--- config.mk ---
export PLATFORM = sky130hd
export DESIGN_NAME = input_debounce
export DESIGN_NICKNAME = d
export VERILOG_FILES = /design/src/rtl/input_debounce.sv
export SDC_FILE = /design/constraint.sdc
export NUM_CORES = 1
export LEC_CHECK = 0
export CAP_MARGIN = 40
export CORE_MARGIN = 3
export CORE_UTILIZATION = 50
export CTS_BUF_LIST = sky130_fd_sc_hd__clkbuf_8
export CTS_CLUSTER_DIAMETER = 100
export DETAILED_ROUTE_END_ITERATION = 6
export DONT_BUFFER_PORTS = 1
export PLACE_DENSITY = 0.66
export SETUP_SLACK_MARGIN = 0.5
export SYNTH_ARGS = -nofsm -noshare
export SYNTH_HDL_FRONTEND = slang
export SYNTH_SLANG_ARGS = --single-unit
--- constraint.sdc ---
create_clock -name clk -period 2.2 [get_ports clk]
set_input_delay 0.44 -clock clk [delete_from_list [all_inputs] [get_ports clk]]
set_output_delay 0.44 -clock clk [all_outputs]
set_load 0.03 [all_outputs]
--- src/rtl/input_debounce.sv ---
// Two-channel switch debouncer: 2-flop synchronizer plus a four-state qualifier per channel.
// Outputs, rise pulses and fall pulses are registered; stable is a decode of both channels' states.

module input_debounce_chan #(
   parameter int DEBOUNCE_CYCLES = 16,
   parameter int CNT_W           = 5
) (
   input  logic clk,
   input  logic rst,
   input  logic sw,
   output logic lvl,
   output logic rise,
   output logic fall,
   output logic settled
);

   typedef enum logic [1:0] {
      S_LOW     = 2'd0,
      S_WAIT_HI = 2'd1,
      S_HIGH    = 2'd2,
      S_WAIT_LO = 2'd3
   } state_t;

   localparam logic [CNT_W-1:0] CNT_LAST = CNT_W'(DEBOUNCE_CYCLES - 1);

   logic             sync1_q, sync2_q;
   state_t           state_q, state_d;
   logic [CNT_W-1:0] cnt_q, cnt_d;
   logic             lvl_q, lvl_d;
   logic             rise_q, rise_d;
   logic             fall_q, fall_d;

   always_comb begin
      state_d = state_q;
      cnt_d   = cnt_q;
      lvl_d   = lvl_q;
      rise_d  = 1'b0;
      fall_d  = 1'b0;
      case (state_q)
         S_LOW: begin
            if (sync2_q) begin
               state_d = S_WAIT_HI;
               cnt_d   = '0;
            end
         end
         S_WAIT_HI: begin
            if (!sync2_q) begin
               state_d = S_LOW;
               cnt_d   = '0;
            end else if (cnt_q == CNT_LAST) begin
               state_d = S_HIGH;
               cnt_d   = '0;
               lvl_d   = 1'b1;
               rise_d  = 1'b1;
            end else begin
               cnt_d = cnt_q + CNT_W'(1);
            end
         end
         S_HIGH: begin
            if (!sync2_q) begin
               state_d = S_WAIT_LO;
               cnt_d   = '0;
            end
         end
         S_WAIT_LO: begin
            if (sync2_q) begin
               state_d = S_HIGH;
               cnt_d   = '0;
            end else if (cnt_q == CNT_LAST) begin
               state_d = S_LOW;
               cnt_d   = '0;
               lvl_d   = 1'b0;
               fall_d  = 1'b1;
            end else begin
               cnt_d = cnt_q + CNT_W'(1);
            end
         end
         default: begin
            state_d = S_LOW;
            cnt_d   = '0;
            lvl_d   = 1'b0;
         end
      endcase
   end

   always_ff @(posedge clk) begin
      if (rst) begin
         sync1_q <= 1'b0;
         sync2_q <= 1'b0;
         state_q <= S_LOW;
         cnt_q   <= '0;
         lvl_q   <= 1'b0;
         rise_q  <= 1'b0;
         fall_q  <= 1'b0;
      end else begin
         sync1_q <= sw;
         sync2_q <= sync1_q;
         state_q <= state_d;
         cnt_q   <= cnt_d;
         lvl_q   <= lvl_d;
         rise_q  <= rise_d;
         fall_q  <= fall_d;
      end
   end

   assign lvl     = lvl_q;
   assign rise    = rise_q;
   assign fall    = fall_q;
   assign settled = (state_q == S_LOW) || (state_q == S_HIGH);

endmodule

module input_debounce #(
   parameter int DEBOUNCE_CYCLES = 16,
   parameter int CNT_W           = 5
) (
   input  logic clk,
   input  logic rst,
   input  logic sw_a,
   input  logic sw_b,
   output logic a,
   output logic b,
   output logic a_rise,
   output logic a_fall,
   output logic b_rise,
   output logic b_fall,
   output logic stable
);

   logic settled_a, settled_b;

   input_debounce_chan #(
      .DEBOUNCE_CYCLES (DEBOUNCE_CYCLES),
      .CNT_W           (CNT_W)
   ) u_chan_a (
      .clk     (clk),
      .rst     (rst),
      .sw      (sw_a),
      .lvl     (a),
      .rise    (a_rise),
      .fall    (a_fall),
      .settled (settled_a)
   );

   input_debounce_chan #(
      .DEBOUNCE_CYCLES (DEBOUNCE_CYCLES),
      .CNT_W           (CNT_W)
   ) u_chan_b (
      .clk     (clk),
      .rst     (rst),
      .sw      (sw_b),
      .lvl     (b),
      .rise    (b_rise),
      .fall    (b_fall),
      .settled (settled_b)
   );

   assign stable = settled_a & settled_b;

endmodule

run_1/metal_stack.png
Drawn at 8 px/um. Only two layers are drawn.
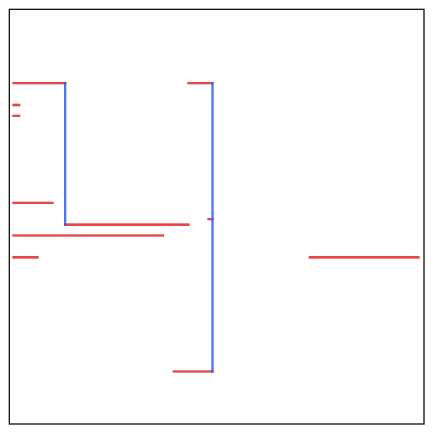
| color | layer | wire length |
|---|---|---|
| blue | met4 | 53.7 um |
| red | met3 | 71.3 um |

run_1/wire_density.png
Drawn at 8 px/um. The die is cut into 10 by 10 equal tiles; dark blue is low, red is high, scaled to the fullest tile. Values are wire area over tile area, all layers added.
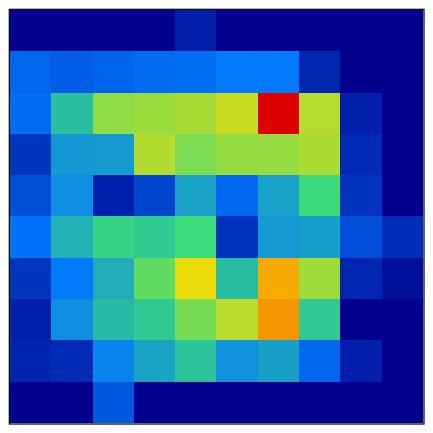
densest ninth of the die: center
mean over tiles: 0.11
tiles over half the peak: 18%
fullest tile: 0.42

run_1/met3.png
Drawn at 6 px/um.
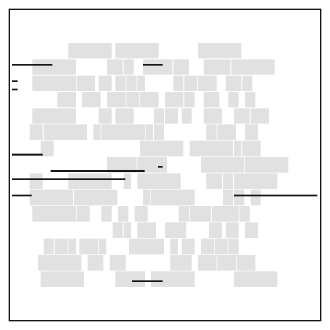
longest straight run: 18.6 um
nets with wire on the layer: 8

==> flow_summary.json, run 1 <==
{
  "status": "complete, no violations",
  "grtUsageTotal": 0.157,
  "root_buffer": "clkbuf_8",
  "wl_per_cell_um": 13.5,
  "max-slew-margin-rel": 0.619,
  "max_freq_ghz": 0.617,
  "numSynthFlops": 24,
  "clk_pin_slew_ps": 80,
  "synth_top_cell_by_count": "dfxtp_1",
  "topCellsByArea": "dfxtp_1 (46%), nand3_1 (4.8%), a21oi_1 (4.3%)",
  "ys_types": 35,
  "power.density_nw_per_um2": 706,
  "max_cap_viol_count": 0,
  "die_area_um2": 2670,
  "synthTopCellsByCount": "dfxtp_1 (24), nand3_1 (10), a21oi_1 (9)",
  "start_kind": "flop",
  "fin_tns_setup_ps": 0,
  "rrSetupSlack_ps": 720,
  "cp_slowest_cell": "nor2_1",
  "die_y_um": 51.7,
  "overflow": 0,
  "synth-cells-yosys": 110,
  "setup_viol": 0,
  "syn_to_final_growth_pct": 6.72,
  "netlist_instances": 110,
  "arrival_ps": 1180,
  "grt_start_max_net_pins": 24,
  "finClkSkew_ps": 2.65,
  "cp.required_ps": 1760,
  "num_antenna_cells": 0,
  "hpwl_um": 1280,
  "hold_viol": 0,
  "critPathTopFamily": "simple AND/OR/NAND/NOR gates",
  "period_needed_ps": 1620,
  "cts_resized": 0,
  "layout_top_cells": "dfxtp_1 (24), nand3_1 (10), a21oi_1 (9)",
  "grt_pass1_wl_um": 3050,
  "synth_warnings": 0,
  "fp_util": 0.567,
  "first_iter_violations": 6,
  "cp_num_buf_inv": 0,
  "cts_sinks": 24,
  "slew_violations": 0,
  "cts_made_buffers": 3
}
-- run 1: area by class of cell --
class	instances	area, um2	area share
multi-input cells	78	531	0.477
flip-flops and latches	24	480	0.432
well taps	25	31.3	0.0281
inverters	4	15.0	0.0135
clock buffers	4	55.1	0.0495
-- run 1: logic make-up after synthesis --
logic type	count (synthesis)	share of synthesized area
AND/OR/NAND/NOR	49	0.295
flip-flops	24	0.461
AND-OR/OR-AND	21	0.132
buffers and inverters	8	0.0300
XOR/XNOR	6	0.0576
adder cells (fa/ha/maj)	2	0.0240
-- run 1: metrics by stage --
step                setup WS (ps)  instance area [um2]  power [mW]
floorplan                     857                 1040       0.504
global placement              762                 1060       0.506
detailed placement            772                 1060       0.507
CTS                           561                 1110       0.805
global route                  508                 1110       0.822
finish                        578                 1110       0.785
-- run 1: final timing paths --
| check | start | end | cells after the start |
|---|---|---|---|
| max | u_chan_a.state_q[0] | stable | 1 |
| min | rst | u_chan_b.cnt_q[0] | 1 |
| max reg2reg | u_chan_a.cnt_q[0] | u_chan_a.rise | 4 |
| min reg2reg | u_chan_b.sync1_q | u_chan_b.sync2_q | 1 |
-- run 1: power breakdown --
part	switching (mW)	total [mW]	leakage (nW)	internal [mW]
sequential	0.0237	0.469	0.195	0.445
combinational	0.0159	0.0275	0.164	0.0116
clock	0.130	0.289	0.0288	0.160
-- run 1: metal layers --
| metal | track usage | wire [um] |
|---|---|---|
| met5 | 0 | 0 |
| met4 | 0.118 | 53 |
| met3 | 0.0401 | 71 |
| met2 | 0.208 | 711 |
| met1 | 0.214 | 987 |
==> run 1 -> run 2 <==
--- a/config.mk
+++ b/config.mk
@@ -12,7 +12,7 @@
 export CTS_CLUSTER_DIAMETER = 100
 export DETAILED_ROUTE_END_ITERATION = 6
 export DONT_BUFFER_PORTS = 1
-export PLACE_DENSITY = 0.66
+export PLACE_DENSITY = 0.69
 export SETUP_SLACK_MARGIN = 0.5
 export SYNTH_ARGS = -nofsm -noshare
 export SYNTH_HDL_FRONTEND = slang
==> constraint.sdc (replaced) <==
create_clock -name clk -period 1.3 [get_ports clk]
set_input_delay 0.26 -clock clk [delete_from_list [all_inputs] [get_ports clk]]
set_output_delay 0.26 -clock clk [all_outputs]
set_load 0.03 [all_outputs]
==> flow_summary.json, run 2 <==
{
  "syn_to_final_growth_pct": 58.9,
  "r2r_end": "u_chan_b.lvl",
  "cp.required_ps": 1430,
  "seqPwrFrac": 0.594,
  "violations": "negative setup slack",
  "synth_top_cell_by_count": "dfxtp_1",
  "die_y_um": 51.7,
  "synth_warnings": 0,
  "rrSetupSlack_ps": -70,
  "p_switching_mw": 0.320,
  "root_buffer": "clkbuf_8",
  "timing.rr.start": "u_chan_b.cnt_q[1]",
  "cp_num_buf_inv": 1,
  "adder_share": 0.0240,
  "slew_violations": 0,
  "top_logic_kind": "simple AND/OR/NAND/NOR gates",
  "synthMuxAreaShare": 0,
  "status": "finished, violations left",
  "postLayoutSetupSlackWorst_ps": -74.3,
  "clk_pin_slew_ps": 80,
  "powerClk_mw": 0.437,
  "grtUsageTotal": 0.224,
  "setup_viol": 4,
  "grt_start_max_net_pins": 24,
  "aoi_share": 0.132,
  "synthSimpleGateAreaFrac": 0.295,
  "ys_types": 35
}
-- run 2: cell types whose count changed in the layout (fill, tap and decap cells not counted), sizes merged --
cell | previous run | this run
clkbuf | 4 | 3
buf | 0 | 26
inv | 3 | 4
-- run 2: routing by layer --
layer | global-route usage | up-vias | share of wire
li1 | - | 465 | -
met1 | 0.273 | 525 | 0.43
met2 | 0.400 | 49 | 0.52
met3 | 0.0315 | 0 | 0.052
met4 | 0.0742 | 0 | 0
met5 | 0 | - | 0
-- run 2: layout make-up --
cell class	instances	area (um2)
Multi-Input combinational cell	78	800
Sequential cell	24	533
Timing Repair Buffer	26	233
Fill cell	79	183
Clock buffer	3	41.3
Tap cell	25	31.3
Inverter	4	15.0
Clock inverter	1	3.75
-- run 2: worst reg2reg max path, cell delays in order (launching register included) --
cell      delay, ps
dfxtp_2         360
ha_4            140
buf_6            90
nand4b_1        160
o211ai_1        330
o311ai_4        140
-- run 2: cell families after synthesis --
group / Yosys count
AOI/OAI and AO/OA: 21
and+or+nand+nor: 49
DFF: 24
buffers and inverters: 8
adders and majority gates: 2
xor gates and xnor gates: 6
-- run 2: stage by stage --
stage	std cells	instance area (um2)	hold slack (ps)	total power, mW
floorplan	110	1170	388	0.865
global placement	140	1230	325	0.871
detailed placement	140	1230	325	0.876
CTS	155	1520	43.5	1.31
global route	161	1660	37.6	1.36
finish	161	1660	49.3	1.32
-- run 2: worst min-delay path by stage --
stage / from / end / cells after the start
global route: rst / u_chan_a.cnt_q[1] / 1
detailed placement: rst / flop / 1
global placement: rst / flop / 1
CTS: rst / u_chan_b.rise / 1
floorplan: sw_a / u_chan_a.sync1_q / 1
finish: rst / u_chan_b.rise / 1
-- run 2: what timing repair did --
item,CTS,global route
cloned,0,0
pin swaps,13,12
buffers inserted,11,6
endpoints found under the setup margin,27,27
gates resized,43,16
run_2/wire_density.png
Drawn at 8 px/um. The die is cut into 10 by 10 equal tiles; dark blue is low, red is high, scaled to the fullest tile. Values are wire area over tile area, all layers added.
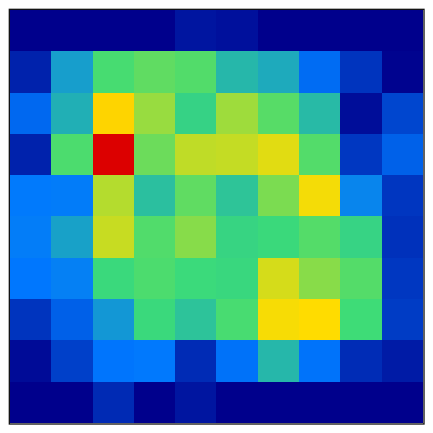
densest ninth of the die: center
emptiest ninth of the die: north-east
tiles over half the peak: 30%

run_2/port_nets.png
Drawn at 10 px/um.
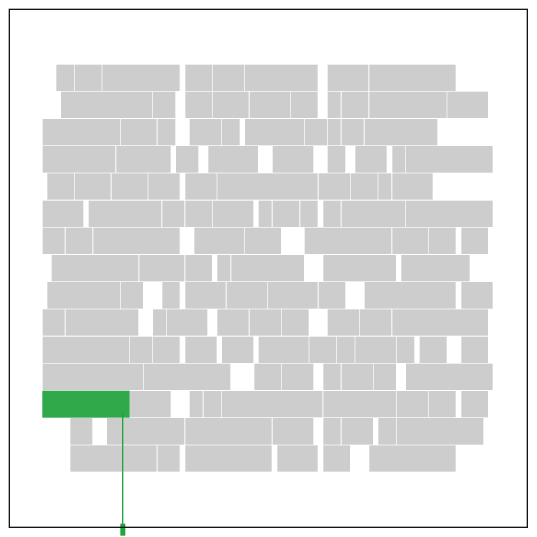
| color | port | bits | direction | end cells | wire |
|---|---|---|---|---|---|
| green | `a_fall` | 1 | output | 1 | 11.1 um |

==> run 2 -> run 3 <==
--- a/config.mk
+++ b/config.mk
@@ -8,7 +8,7 @@
 export CAP_MARGIN = 40
 export CORE_MARGIN = 3
 export CORE_UTILIZATION = 50
-export CTS_BUF_LIST = sky130_fd_sc_hd__clkbuf_8
+export CTS_BUF_LIST = sky130_fd_sc_hd__clkbuf_4
 export CTS_CLUSTER_DIAMETER = 100
 export DETAILED_ROUTE_END_ITERATION = 6
 export DONT_BUFFER_PORTS = 1
==> flow_summary.json, run 3 <==
{
  "status": "finished, violations left",
  "violations": "negative hold slack, negative setup slack",
  "postLayoutSetupSlackWorst_ps": -98.4,
  "first_iter_violations": 35,
  "grt_use_met1": 0.289,
  "period_needed_ps": 1400,
  "final_cell_area_um2": 1650,
  "synth_top_cell_by_count": "dfxtp_1",
  "syn_to_final_growth_pct": 58.0,
  "max_freq_ghz": 0.715,
  "start_kind": "flop",
  "fp_util": 0.567,
  "setup_viol": 4,
  "dp_worst_setup_slack_ps": -22.0,
  "dpl_cell_area_um2": 1230,
  "hold_viol": 8,
  "place_inst": 140,
  "netlist_instances": 110,
  "root_buffer": "clkbuf_4",
  "cts_sinks": 24,
  "synth-cells-yosys": 110,
  "numSynthFlops": 24,
  "grt_pass1_wl_um": 4570,
  "holdWs_ps": -11.7,
  "arrival_ps": 1640
}
==> run 3: cell counts after synthesis <==
Identical to the previous run, type by type.
==> run 3: timing repair <==
item                                    in CTS  in global routing
endpoints found under the setup margin      27                 27
endpoints found under the hold margin       14                 13
setup buffers                               12                  5
pin swaps                                   13                 17
resized                                     40                 18
==> run 3: power by group <==
part	switching [mW]	leakage [nW]	total (mW)	internal, mW
combinational	0.0539	0.345	0.102	0.0485
sequential	0.0455	0.206	0.787	0.742
clock	0.223	0.0184	0.363	0.141
total	0.322	0.570	1.25	0.931
==> run 3: kinds of logic (layout without fill, tap and decap cells) <==
logic type | Yosys count | in the layout | share of synthesized area
AOI/OAI and AO/OA | 21 | 21 | 0.132
xor gates and xnor gates | 6 | 6 | 0.0576
adders and majority gates | 2 | 2 | 0.0240
buffers and inverters | 8 | 35 | 0.0300
DFF | 24 | 24 | 0.461
and+or+nand+nor | 49 | 49 | 0.295
==> run 3: path summary, 6_finish.rpt <==
kind                                         from                end  slack, ps  depth (start not counted)
worst max-delay path            u_chan_b.cnt_q[0]  u_chan_b.cnt_q[0]       -100                          4
worst min-delay path                          rst      u_chan_b.rise        -10                          1
worst max register to register  u_chan_b.cnt_q[0]  u_chan_b.cnt_q[0]       -100                          4
worst min register to register   u_chan_a.sync1_q   u_chan_a.sync2_q        460                          1
==> run 3: final cells by class <==
class | instances | area (um2) | area share
Clock buffer | 4 | 30.0 | 0.0182
Inverter | 4 | 15.0 | 0.00912
Multi-Input combinational cell | 78 | 802 | 0.487
Sequential cell | 24 | 529 | 0.321
Tap cell | 25 | 31.3 | 0.0190
Timing Repair Buffer | 27 | 239 | 0.145
run_3/port_nets.png
Drawn at 10 px/um.
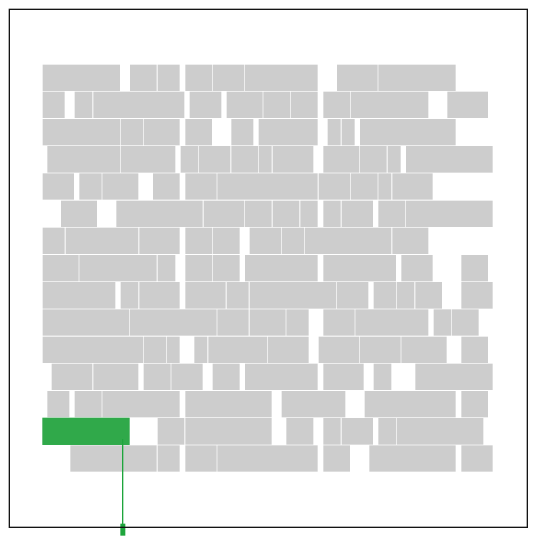
port bufs: 0
I/O pin total: 11

run_3/met3.png
Drawn at 6 px/um.
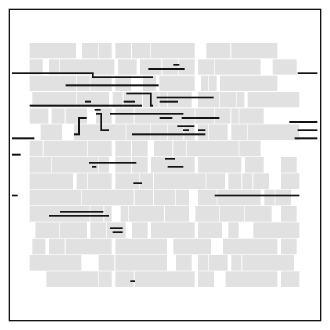
main direction: horizontal
longest straight run: 18.4 um
share of all routed wire: 5.8%

Power figures rest on the tool's default switching activity, not on a simulated workload.
